Local utilization:
9 x 9 tiles, from black (low) to pale yellow (high), 0 to 100% covered.
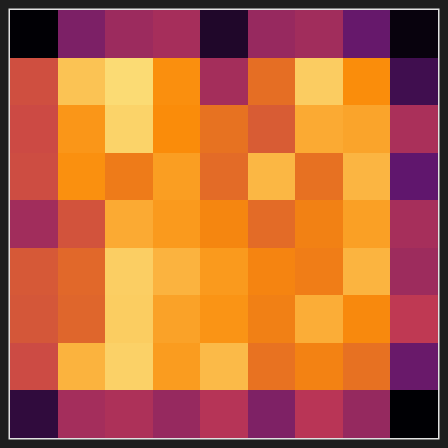
Cell classes on the final placement:
The bar under the picture is 20 um long. Fill, decap, tap and diode cells in grey.
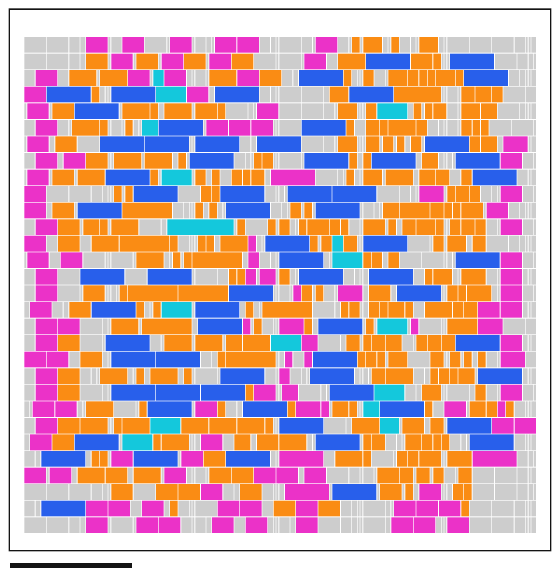
$ cat config.mk
export PLATFORM = sky130hd
export DESIGN_NAME = uart_tx_arbiter
export DESIGN_NICKNAME = d
export VERILOG_FILES = /design/src/rtl/uart_tx_arbiter.sv
export SDC_FILE = /design/constraint.sdc
export NUM_CORES = 1
export LEC_CHECK = 0
export CAP_MARGIN = 5
export CORE_MARGIN = 2
export CORE_UTILIZATION = 51
export CTS_BUF_LIST = sky130_fd_sc_hd__clkbuf_8
export CTS_CLUSTER_DIAMETER = 200
export DETAILED_ROUTE_END_ITERATION = 10
export GPL_TIMING_DRIVEN = 0
export PLACE_DENSITY_LB_ADDON = 0.05
export SYNTH_ARGS = -nofsm -noshare
export SYNTH_HDL_FRONTEND = slang
export SYNTH_SLANG_ARGS = --single-unit
$ cat constraint.sdc
create_clock -name clk -period 2 [get_ports clk]
set_input_delay 0.4 -clock clk [delete_from_list [all_inputs] [get_ports clk]]
set_output_delay 0.4 -clock clk [all_outputs]
set_load 0.02 [all_outputs]
$ cat src/rtl/uart_tx_arbiter.sv
// Round-robin arbiter that serialises the strobed bytes of per-core words onto one UART
// transmitter, with an optional line lock so console lines from different cores never interleave.
module uart_tx_arbiter #(
  parameter int unsigned NUM_CPUS     = 2,
  parameter int unsigned LOCK_EN      = 1,
  parameter int unsigned LOCK_TIMEOUT = 1024,
  localparam int unsigned GW          = (NUM_CPUS > 1) ? $clog2(NUM_CPUS) : 1
) (
  input  logic                   clk,
  input  logic                   rst,
  input  logic [NUM_CPUS-1:0]    req_valid,
  input  logic [NUM_CPUS*32-1:0] req_wdata,
  input  logic [NUM_CPUS*4-1:0]  req_wstrb,
  output logic [NUM_CPUS-1:0]    req_ready,
  output logic                   i_Tx_DV,
  output logic [7:0]             i_Tx_Byte,
  input  logic                   o_Tx_Active,
  input  logic                   o_Tx_Done,
  output logic [GW-1:0]          grant_id,
  output logic                   busy,
  output logic                   locked
);

  localparam int unsigned TW = $clog2(LOCK_TIMEOUT) + 1;

  typedef enum logic [1:0] {StIdle, StSend, StWait, StNext} state_e;

  state_e        state_q;
  logic [GW-1:0] rr_ptr_q;
  logic [GW-1:0] owner_q;
  logic [TW-1:0] tmo_q;
  logic [31:0]   word_q;
  logic [3:0]    strb_q;
  logic [1:0]    lane_q;
  logic          nl_q;

  logic                pick_found;
  logic [GW-1:0]       pick_idx;
  logic [GW-1:0]       cand;
  logic [NUM_CPUS-1:0] pick_oh;
  logic [31:0]         pick_word;
  logic [3:0]          pick_strb;
  logic [1:0]          first_lane;
  logic                nxt_found;
  logic [1:0]          nxt_lane;
  logic [7:0]          cur_byte;

  // Descending scan so the candidate closest to rr_ptr_q wins.
  always_comb begin
    pick_found = 1'b0;
    pick_idx   = '0;
    cand       = '0;
    if (locked) begin
      pick_found = req_valid[owner_q];
      pick_idx   = owner_q;
    end else begin
      for (int k = int'(NUM_CPUS) - 1; k >= 0; k--) begin
        cand = GW'((int'(rr_ptr_q) + k) % int'(NUM_CPUS));
        if (req_valid[cand]) begin
          pick_found = 1'b1;
          pick_idx   = cand;
        end
      end
    end
    pick_oh = '0;
    if (pick_found) pick_oh[pick_idx] = 1'b1;
  end

  always_comb begin
    pick_word  = req_wdata[{pick_idx, 5'd0} +: 32];
    pick_strb  = req_wstrb[{pick_idx, 2'd0} +: 4];
    first_lane = '0;
    for (int l = 3; l >= 0; l--) begin
      if (pick_strb[l]) first_lane = 2'(l);
    end
    nxt_found = 1'b0;
    nxt_lane  = '0;
    for (int l = 3; l >= 0; l--) begin
      if (strb_q[l] && (l > int'(lane_q))) begin
        nxt_found = 1'b1;
        nxt_lane  = 2'(l);
      end
    end
    cur_byte = word_q[{lane_q, 3'd0} +: 8];
  end

  always_ff @(posedge clk) begin
    if (!rst) begin
      state_q   <= StIdle;
      rr_ptr_q  <= '0;
      owner_q   <= '0;
      tmo_q     <= '0;
      word_q    <= '0;
      strb_q    <= '0;
      lane_q    <= '0;
      nl_q      <= 1'b0;
      req_ready <= '0;
      i_Tx_DV   <= 1'b0;
      i_Tx_Byte <= '0;
      grant_id  <= '0;
      busy      <= 1'b0;
      locked    <= 1'b0;
    end else begin
      req_ready <= '0;
      i_Tx_DV   <= 1'b0;
      unique case (state_q)
        StIdle: begin
          if (pick_found) begin
            req_ready <= pick_oh;
            word_q    <= pick_word;
            strb_q    <= pick_strb;
            lane_q    <= first_lane;
            grant_id  <= pick_idx;
            tmo_q     <= '0;
            nl_q      <= 1'b0;
            busy      <= 1'b1;
            state_q   <= (pick_strb == 4'b0000) ? StNext : StSend;
          end else if (locked) begin
            // Release when this increment would bring the counter to LOCK_TIMEOUT-1.
            if (tmo_q == TW'(LOCK_TIMEOUT - 2)) begin
              locked <= 1'b0;
              tmo_q  <= '0;
            end else begin
              tmo_q <= tmo_q + 1'b1;
            end
          end
        end
        StSend: begin
          if (!o_Tx_Active) begin
            i_Tx_DV   <= 1'b1;
            i_Tx_Byte <= cur_byte;
            state_q   <= StWait;
          end
        end
        StWait: begin
          // A Done coincident with our own DV belongs to an earlier byte.
          if (o_Tx_Done && !i_Tx_DV) begin
            if (i_Tx_Byte == 8'h0A) begin
              locked <= 1'b0;
              nl_q   <= 1'b1;
            end
            if (nxt_found) begin
              lane_q  <= nxt_lane;
              state_q <= StSend;
            end else begin
              state_q <= StNext;
            end
          end
        end
        StNext: begin
          if ((LOCK_EN != 0) && (strb_q != 4'b0000) && !nl_q) begin
            locked  <= 1'b1;
            owner_q <= grant_id;
          end
          rr_ptr_q <= (grant_id == GW'(NUM_CPUS - 1)) ? '0 : grant_id + 1'b1;
          busy     <= 1'b0;
          state_q  <= StIdle;
        end
        default: state_q <= StIdle;
      endcase
    end
  end

endmodule

==> results_tabular.tex <==
% Table of physical implementation metrics
\begin{tabular}{lr}
\hline
Metric & Value \\
\hline
\multicolumn{2}{l}{\textbf{Run status}} \\
Outcome & completed \\
\multicolumn{2}{l}{\textbf{Yosys}} \\
Sequential cell area fraction in the yosys report & 0.3721 \\
Seq cells post-synth & 68 \\
Cell count listed in synth\_stat.txt & 373 \\
Share of the synthesized area in the top cell type & 0.3721 \\
Synth Area in Adders & 0.006840 \\
\multicolumn{2}{l}{\textbf{Drt}} \\
Total wirelength of the detailed-routed design & 9138 um \\
Vias per cell & 5.613 \\
Count of unresolved DRC violations after routing & 0 \\
\multicolumn{2}{l}{\textbf{GRT}} \\
Pin count of the biggest net entering global routing & 13 \\
GRT Residual Overflow & 0 \\
Gr usage total & 0.2528 \\
\multicolumn{2}{l}{\textbf{STA}} \\
Final Hold Viols & 0 \\
Worst Hold Margin & 0.4740 ns \\
\multicolumn{2}{l}{\textbf{Critical path}} \\
Worst path buffer plus inverter count & 2 \\
Crit path largest cell delay & 0.63 ns \\
Element type at the critical path end & flop \\
Depth of the most critical reg-to-reg path & 5 \\
\multicolumn{2}{l}{\textbf{Clock tree}} \\
TritonCTS clock tree & built \\
CTS max path bufs & 2 \\
Number of buffers inserted during clock tree synthesis & 9 \\
\hline
\end{tabular}
Notes on 'local utilization' above:
The mean over all tiles is 61%. 2.5% of the tiles are nearly empty. The fullest tile reaches 92%. The densest ninth of the die: centre. 35% of the tiles are over 75% full.

Notes on 'cell classes on the final placement' above:
Orange is combinational and other logic, cells 280. Cyan is clock drivers and dummy loads, cells 16. Magenta is remaining buffers and delay cells, cells 116. Blue is sequential cells, cells 68.

## registers in the layout (all words and copies together) (netlist names)
register	flops
tmo_q	11
i_Tx_Byte	8
nl_q	1
strb_q	4
busy	1
locked	1
lane_q	2
i_Tx_DV	1
word_q	32
grant_id	1
state_q	2
owner_q	1
rr_ptr_q	1
req_ready	2
## worst min-delay path, cell delays in order (launching register included)
cell     delay, ns
dfxtp_1       0.32
nand2_1       0.05
a21oi_1       0.05
## cell families after synthesis
family,after synthesis
buffers and inverters,35
muxes,47
AOI/OAI and AO/OA,86
adders and majority gates,2
DFF,68
and+or+nand+nor,127
xor gates and xnor gates,8
## cells in the mapped netlist, types with 5 or more instances
cell      number
a211oi_2      32
a21oi_1       19
a31oi_1        6
buf_6          7
clkbuf_1       8
dfxtp_1       68
inv_1          9
mux2i_1       38
mux4_2         8
nand2_1       27
nand3_1        5
nor2_1        58
nor3_1        10
nor4_1         6
o211ai_1       5
o21ai_0        6
## layer usage
metal / vias up / wire length, um / global-route usage
met2: 137 / 4595 / 0.4254
li1: 1559 / - / -
met5: - / 0 / 0
met4: 0 / 294 / 0.1419
met3: 25 / 511 / 0.03918
met1: 1512 / 3737 / 0.3074
## metrics by stage
stage	util	cell area (sq um)	TNS, ns	setup slack (ns)	total power, uW
after floorplan	-	3659	0	0.3838	2894
after global placement	0.6827	4690	-2.471	-0.1649	3355
after detailed placement	0.6827	4690	-3.077	-0.1683	3392
after CTS	0.7120	4891	0	0.1877	4540
after global routing	0.7120	4891	0	0.02907	4774
final	0.7120	4891	0	0.1731	4524
## path summary, 6_finish.rpt
check               start  slack [ns]           end
max reg2reg    state_q[0]        0.33  i_Tx_Byte[3]
min          i_Tx_Byte[6]        0.47  i_Tx_Byte[6]
max          req_valid[1]        0.17    state_q[1]
min reg2reg  i_Tx_Byte[6]        0.47  i_Tx_Byte[6]
## area by class of cell
cell class | count | area, sq um
Multi-Input combinational cell | 270 | 2033
Fill cell | 536 | 1978
Sequential cell | 68 | 1361
Timing Repair Buffer | 91 | 910.9
Buffer | 25 | 226.5
Clock buffer | 10 | 137.6
Tap cell | 96 | 120.1
Clock inverter | 6 | 63.81
Inverter | 10 | 37.54
## report_power, final
part / total (uW) / switching [uW] / internal (uW)
logic: 1620 / 833 / 785
registers: 1760 / 175 / 1590
clock network: 1140 / 538 / 607
No activity file was given, so power comes from the tool's default toggle rates.
